Run 1, metal layers overlaid:
Only two layers are drawn.
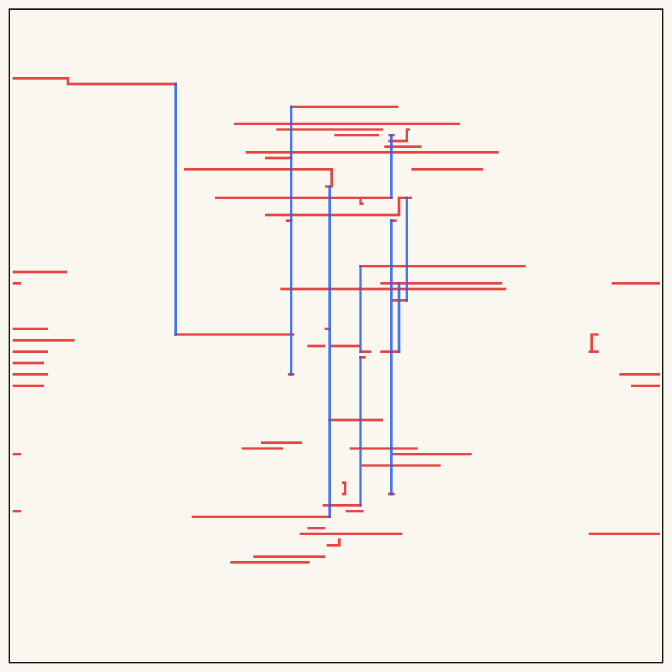
Run 1, track usage over the die:
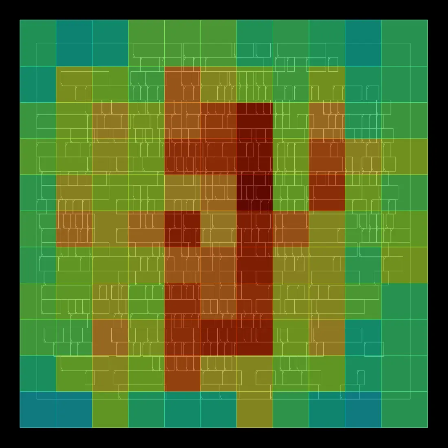
Run 1, sequential cells grouped by signal name:
Other sequential cells in the stronger gray, the rest of the logic in the fainter gray.
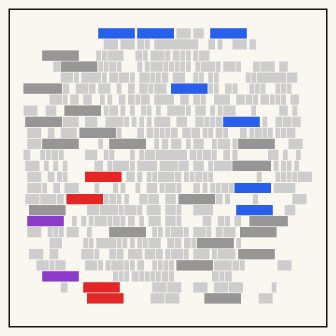
Run 1, I/O pins on the die edge:
Pins as bars across the die edge, other pins in gray.
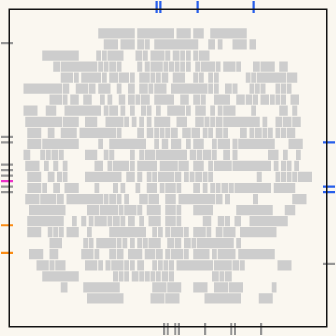
File: src/rtl/tile_scan_addr_gen.sv
// Tiled (i, j) coordinate scanner with valid/ready output and optional loop mode.
// Define TILE_SERPENTINE_EN to walk odd tile-rows right-to-left.
module tile_scan_addr_gen #(
    parameter int TILE_W   = 10,
    parameter int TILE_H   = 8,
    parameter int STRIDE_X = 8,
    parameter int STRIDE_Y = 8,
    parameter int TILES_X  = 2,
    parameter int TILES_Y  = 2,
    parameter int COORD_W  = 7,
    parameter int IDX_W    = 2
) (
    input  logic               clk,
    input  logic               rst,
    input  logic               en,
    input  logic               start,
    input  logic               loop,
    output logic               out_valid,
    input  logic               out_ready,
    output logic [COORD_W-1:0] i,
    output logic [COORD_W-1:0] j,
    output logic [IDX_W-1:0]   tile_idx,
    output logic               last_in_tile,
    output logic               last_frame,
    output logic               busy,
    output logic               done
);

    localparam logic ST_IDLE = 1'b0;
    localparam logic ST_RUN  = 1'b1;

    localparam int TXW = (TILES_X > 1) ? $clog2(TILES_X) : 1;
    localparam int TYW = (TILES_Y > 1) ? $clog2(TILES_Y) : 1;

    localparam logic [COORD_W-1:0] W_M1    = COORD_W'(TILE_W - 1);
    localparam logic [COORD_W-1:0] H_M1    = COORD_W'(TILE_H - 1);
    localparam logic [COORD_W-1:0] SX      = COORD_W'(STRIDE_X);
    localparam logic [COORD_W-1:0] SY      = COORD_W'(STRIDE_Y);
    localparam logic [TXW-1:0]     TX_LAST = TXW'(TILES_X - 1);
    localparam logic [TYW-1:0]     TY_LAST = TYW'(TILES_Y - 1);

    logic               state;
    logic               loop_q;
    logic [COORD_W-1:0] bx;
    logic [COORD_W-1:0] by;
    logic [TXW-1:0]     tx;
    logic [TYW-1:0]     ty;
`ifdef TILE_SERPENTINE_EN
    logic               row_rev;
`endif

    logic               row_end;
    logic               tile_end;
    logic               tile_row_last;
    logic               frame_end;
    logic [COORD_W-1:0] nbx;
    logic [COORD_W-1:0] nby;
    logic [TXW-1:0]     ntx;
    logic [TYW-1:0]     nty;

    assign busy          = (state == ST_RUN);
    assign out_valid     = busy;
    assign row_end       = (i == bx + W_M1);
    assign tile_end      = row_end && (j == by + H_M1);
    assign tile_row_last = (tx == TX_LAST);
    assign frame_end     = tile_end && tile_row_last && (ty == TY_LAST);
    assign last_in_tile  = out_valid && tile_end;
    assign last_frame    = out_valid && frame_end;

    // Base of the next tile; tx/ty count tiles in visit order, not in bx/by terms.
    always_comb begin
        nbx = bx;
        nby = by;
        ntx = tx;
        nty = ty;
        if (tile_row_last) begin
            ntx = '0;
            nty = ty + 1'b1;
            nby = by + SY;
`ifdef TILE_SERPENTINE_EN
            nbx = bx;
`else
            nbx = '0;
`endif
        end else begin
            ntx = tx + 1'b1;
`ifdef TILE_SERPENTINE_EN
            nbx = row_rev ? (bx - SX) : (bx + SX);
`else
            nbx = bx + SX;
`endif
        end
    end

    always_ff @(posedge clk or posedge rst) begin
        if (rst) begin
            state    <= ST_IDLE;
            loop_q   <= 1'b0;
            done     <= 1'b0;
            i        <= '0;
            j        <= '0;
            bx       <= '0;
            by       <= '0;
            tx       <= '0;
            ty       <= '0;
            tile_idx <= '0;
`ifdef TILE_SERPENTINE_EN
            row_rev  <= 1'b0;
`endif
        end else if (en) begin
            done <= 1'b0;
            case (state)
                ST_IDLE: begin
                    if (start) begin
                        state    <= ST_RUN;
                        loop_q   <= loop;
                        i        <= '0;
                        j        <= '0;
                        bx       <= '0;
                        by       <= '0;
                        tx       <= '0;
                        ty       <= '0;
                        tile_idx <= '0;
`ifdef TILE_SERPENTINE_EN
                        row_rev  <= 1'b0;
`endif
                    end
                end
                default: begin
                    if (out_ready) begin
                        if (frame_end) begin
                            // Either wrap to tile 0 or retire the scan with a done pulse.
                            if (!loop_q) begin
                                state <= ST_IDLE;
                                done  <= 1'b1;
                            end
                            i        <= '0;
                            j        <= '0;
                            bx       <= '0;
                            by       <= '0;
                            tx       <= '0;
                            ty       <= '0;
                            tile_idx <= '0;
`ifdef TILE_SERPENTINE_EN
                            row_rev  <= 1'b0;
`endif
                        end else if (tile_end) begin
                            bx       <= nbx;
                            by       <= nby;
                            tx       <= ntx;
                            ty       <= nty;
                            i        <= nbx;
                            j        <= nby;
                            tile_idx <= tile_idx + 1'b1;
`ifdef TILE_SERPENTINE_EN
                            if (tile_row_last) row_rev <= ~row_rev;
`endif
                        end else if (row_end) begin
                            i <= bx;
                            j <= j + 1'b1;
                        end else begin
                            i <= i + 1'b1;
                        end
                    end
                end
            endcase
        end
    end

endmodule

File: config.mk
export PLATFORM = sky130hd
export DESIGN_NAME = tile_scan_addr_gen
export DESIGN_NICKNAME = d
export VERILOG_FILES = /design/src/rtl/tile_scan_addr_gen.sv
export SDC_FILE = /design/constraint.sdc
export NUM_CORES = 1
export LEC_CHECK = 0
export ABC_AREA = 1
export ABC_CLOCK_PERIOD_IN_PS = 3200
export CAP_MARGIN = 20
export CORE_MARGIN = 3
export CORE_UTILIZATION = 49
export CTS_CLUSTER_DIAMETER = 80
export DETAILED_ROUTE_END_ITERATION = 8
export GPL_TIMING_DRIVEN = 0
export PLACE_DENSITY = 0.76
export SETUP_SLACK_MARGIN = 0.3
export SLEW_MARGIN = 10
export SYNTH_ARGS = -nofsm -noshare
export SYNTH_HDL_FRONTEND = slang
export SYNTH_SLANG_ARGS = --single-unit
File: constraint.sdc
create_clock -name clk -period 3.2 [get_ports clk]
set_input_delay 0.64 -clock clk [delete_from_list [all_inputs] [get_ports clk]]
set_output_delay 0.64 -clock clk [all_outputs]
set_load 0.01 [all_outputs]
==> GITHUB_STEP_SUMMARY, run 1 <==
### Yosys + OpenROAD results

| Metric | Value |
|---|---|
| Vias in the first global route | 2389 |
| Top cells by area | dfrtp_1 32%, nand2_1 18%, inv_1 5.9%, nand3_1 5.1%, xor2_1 4.8% |
| Init Core Util | 52.2% |
| DRC | 0 |
| Worst Skew | 0.00413 ns |
| Synthesis area per yosys | 2530 µm² |
| Worst slack, placed | 0.0435 ns |
| Worst Tran Pin Value | 0.737 ns |
| Synth Seq Share | 31.7% |
| Comb_multi_in | 272 |
| First-pass DRT Iterations | 4 |
| R2R Path Start | bx[3] |
| Registers | 32 |
| Inverters | 48 |
| CP Data Arrival Time | 2.08 ns |
| Flip-flops with a built-in enable | 0 |
| First-pass GRT wire length | 10.9 mm |
| CP peak stage delay | 0.41 ns |
| Unrepaired setup endpoints after global routing | false |
| VDD IR max | 273 µV |
| CTS HTree Levels | 2 |
| Top cells by count, synth | 118 x nand2_1, 40 x inv_1, 32 x dfrtp_1 |
| Grt ovf | 0 |
| ClkCell Share | 3.45% |
| Hold/Removal Path Class | reg -> reg |
| Most used cell, CP | nand2_1 |
| Highest Clock Rate | 0.368 GHz |
| Core Region | 4850 µm² |
| Yosys warns | 0 |
| Via count | 2514 |
| Most frequent logic cell in the layout | nand2_1 |
| Non-clk buf share | 14.5% |
| Critical Path RT | 2.56 ns |
| Proportion of layout cells with a drive suffix above 1 | 20.1% |
| Pin count of the biggest net entering global routing | 33 |
| Run status | completed |
| Clock buffers | 6 |
| Setup TNS | 0 ns |
| Hpwl dp | 4.39 mm |
| Yosys cell types | 33 |
| Final worst slack | 0.482 ns |
Back to the opening pictures, 'metal layers overlaid':
- red: met3 (wire length 431 µm)
- blue: met4 (wire length 190 µm)
All-Layer GR Usage: 22.4%
final wirelength: 6.48 mm
routed len/inst: 13.5 µm

Back to the opening pictures, 'track usage over the die':
GRT met2 Usage: 37.2%
met1 GRT Util: 28.6%
routing usage on met3: 3.94%
gr busiest metal: met2
final core occ: 64.3%

Back to the opening pictures, 'sequential cells grouped by signal name':
- purple: tile_idx (flops 2)
- blue: i (flops 7)
- red: by (flops 4)
sequential share of cell area: 25.8%
total area of sequential cells: 805 µm²

Back to the opening pictures, 'I/O pins on the die edge':
- blue: i (pins 7; direction output; edge 4 top, 3 right)
- magenta: en (pins 1; direction input; edge left)
- orange: tile_idx (pins 2; direction output; edge left)
- all pins by edge: 11 left, 8 bottom, 4 right, 4 top
die height: 77.9 µm
I/O Buffers: 26
Die X-Extent: 77.9 µm

[run 1: metrics by stage]
stage	cells	power, µW	hold slack, ns	util, %
finish	480	1640	0.508	64.3
detailed placement	455	1190	0.484	59.3
CTS	472	1610	0.508	63.1
global placement	455	1170	0.489	59.3
floorplan	362	1010	0.464	-
global route	480	1760	0.531	64.3
[run 1: state kept, by name (all words and copies together) (netlist names)]
register / cells
tile_row_last: 1
i: 7
tile_idx: 2
busy: 1
loop_q: 1
ty: 1
by: 4
done: 1
bx: 7
j: 7
[run 1: critical path, delay by kind of cell, from the launching register on]
family        cells  cell delay, ns
flops             1            0.41
fa+ha+maj         1            0.32
buf+inv           1            0.24
simple gates      8            0.81
[run 1: timing repair]
action,in CTS,in global routing
resized,9,3
endpoints found under the hold margin,0,0
buffers inserted,9,8
hold buffers,0,0
endpoints found under the setup margin,2,2
cloned,0,0
pin swaps,5,3
[run 1: metal layers]
layer,global-route usage [%],share of wire (%),vias to the layer above
li1,-,-,1252
met1,28.6,43,1152
met2,37.2,47,88
met3,3.94,6.6,22
met4,9.25,2.9,0
met5,0,0,-
[run 1: where the power goes]
group	switching [µW]	total, µW	internal, µW
logic	399	697	297
registers	83.8	549	466
clock network	159	390	231
total	642	1640	994
[run 1: worst paths after layout]
| kind | slack (ns) | cells past startpoint | to |
|---|---|---|---|
| max in group asynchronous | 1.89 | 2 | bx[3] |
| worst min-delay path | 0.51 | 2 | ty |
| worst max register to register | 1.00 | 13 | i[4] |
| worst max-delay path | 0.48 | 10 | last_in_tile |
| min in group asynchronous | 0.79 | 2 | j[0] |
| worst min register to register | 0.51 | 2 | ty |
[run 1: kinds of logic after synthesis]
kind of cell / share of synthesized area (%)
compound gates: 9.40
xor+xnor: 5.19
fa+ha+maj: 3.46
buf+inv: 9.74
flops: 31.7
mux: 0.445
simple gates: 40.1
Run 1, met3 routing:
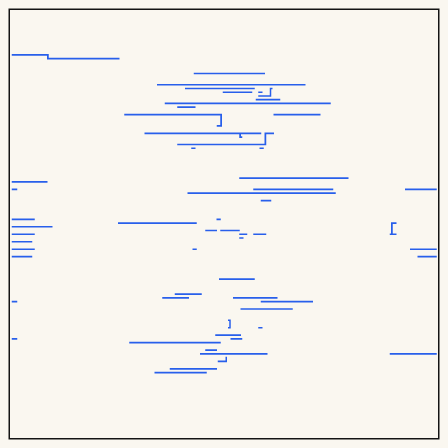

==> run 1 -> run 2 <==
Settings changed: ABC_CLOCK_PERIOD_IN_PS 3200 to 2400, PLACE_DENSITY 0.76 to 0.78.
Clock period 3.2 ns to 2.4 ns, I/O delays scaled along.
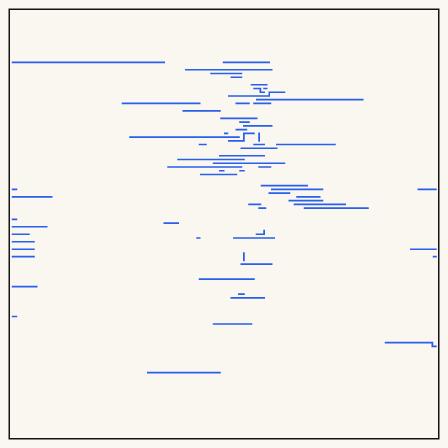
Run 2: met3 routing
- wire length on this layer: 402 µm
- main direction: horizontal
- nets with wire on the layer: 51
- longest straight run: 27.6 µm
via count: 2568
final wirelength: 6.80 mm

==> GITHUB_STEP_SUMMARY, run 2 <==
### Yosys + OpenROAD results

| Metric | Value |
|---|---|
| Run status | finished with violations |
| Failing checks | negative setup slack |
| Cell-internal power | 1370 µW (+38%) |
| Highest Clock Rate | 0.414 GHz |
| Final worst slack | -0.0182 ns (-0.500 ns) |
| Critical Path RT | 1.92 ns (-0.64 ns) |
| Reg-to-reg critical path endpoint | bx[3] |
| First-pass GRT wire length | 11.2 mm (+2.6%) |
| Switching Share | 40.2% (+0.94 points) |
| DRC | 0 (unchanged) |
| R2R Path Start | bx[3] |
| All-Layer GR Usage | 23.0% (+0.61 points) |
| Worst Tran Pin Value | 0.716 ns (-0.0204 ns) |
| Worst slack, placed | -0.460 ns (-0.503 ns) |
| Flip-flops with a built-in enable | 0 (unchanged) |
| CTS HTree Levels | 2 (unchanged) |
| Setup TNS | -0.0182 ns (-0.0182 ns) |
| Die X-Extent | 77.9 µm (unchanged) |
| Hpwl dp | 4.27 mm (-2.7%) |
| Top cells by area | dfrtp_1 32%, nand2_1 18%, inv_1 5.9%, nand3_1 5.1%, xor2_1 4.8% |
| I/O Buffers | 26 (unchanged) |
| Worst Skew | 0.00710 ns (+0.00297 ns) |
| Grt ovf | 0 (unchanged) |
| Max power group | combinational logic |
| Vias in the first global route | 2430 (+1.7%) |
| Final Setup Violations | 1 |
| Init Core Util | 52.2% (unchanged) |
| Met2 wire length | 3.29 mm (+7.9%) |
| Sequential share of power | 31.9% (-1.7 points) |
| Die height | 77.9 µm (unchanged) |
| Clk. pwr | 529 µW (+36%) |
| Logic power comb | 1030 µW (+48%) |
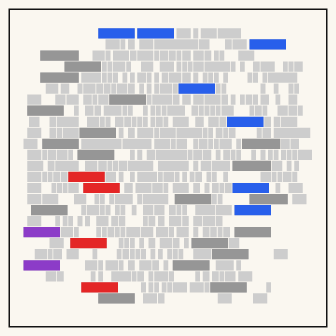
Run 2: sequential cells grouped by signal name
Other sequential cells in the stronger gray, the rest of the logic in the fainter gray.
- red: by (flops 4)
- purple: tile_idx (flops 2)
- blue: i (flops 7)
- not colored: 19
final core occ: 68.7%
sequential share of cell area: 24.2%
Power Sequential: 730 µW
total area of sequential cells: 807 µm²

[run 2: cell count changes in the layout (fill, tap and decap cells not counted), sizes merged]
cell           previous run  this run
clkdlybuf4s15             1         0
clkbuf                   11        10
buf                      23        32
[run 2: kinds of logic after synthesis]
logic type | count (synthesis) | share of synthesized area [%]
AND/OR/NAND/NOR | 212 | 40.1
buffers and inverters | 58 | 9.74
AND-OR/OR-AND | 37 | 9.40
flip-flops | 32 | 31.7
XOR/XNOR | 15 | 5.19
adder cells (fa/ha/maj) | 7 | 3.46
multiplexers | 1 | 0.445
[run 2: worst max path at each step]
stage	start	endpoint	cells after the start
floorplan	bx[0]	last_frame	10
global placement	bx[1]	last_frame	12
detailed placement	bx[1]	last_frame	12
CTS	bx[0]	last_frame	11
global route	bx[3]	last_frame	12
finish	bx[3]	last_frame	12
[run 2: area by class of cell]
cell class,count,area (µm²)
plain buffers,10,73.8
clock buffers,6,72.6
clock inverters,2,35.0
fillers,384,1520
inverters,48,183
multi-input cells,272,1600
flip-flops and latches,32,807
well taps,67,83.8
repair buffers,50,475
[run 2: worst max-delay path, stage by stage, from the launching register on]
cell and delay [ns]:
dfrtp_2 0.44, inv_4 0.08, ha_1 0.15, nand4_1 0.11
nand2_1 0.12, nand2_2 0.06, nand2_4 0.09, nand3_4 0.08
nor2_4 0.13, buf_6 0.12, nand4_4 0.08, inv_2 0.08
buf_6 0.09
[run 2: repair_timing]
action / CTS / global route
cloned: 1 / 0
setup buffers: 20 / 3
pin swaps: 12 / 3
resized: 31 / 15
endpoints found under the setup margin: 24 / 29
[run 2: stage by stage]
stage	cell area, µm²	total power [µW]	instances
floorplan	2540	1350	362
CTS	3250	2240	484
finish	3330	2290	487
global placement	2880	1570	455
detailed placement	2880	1590	455
global route	3330	2450	487
No activity file was given, so power comes from the tool's default toggle rates.
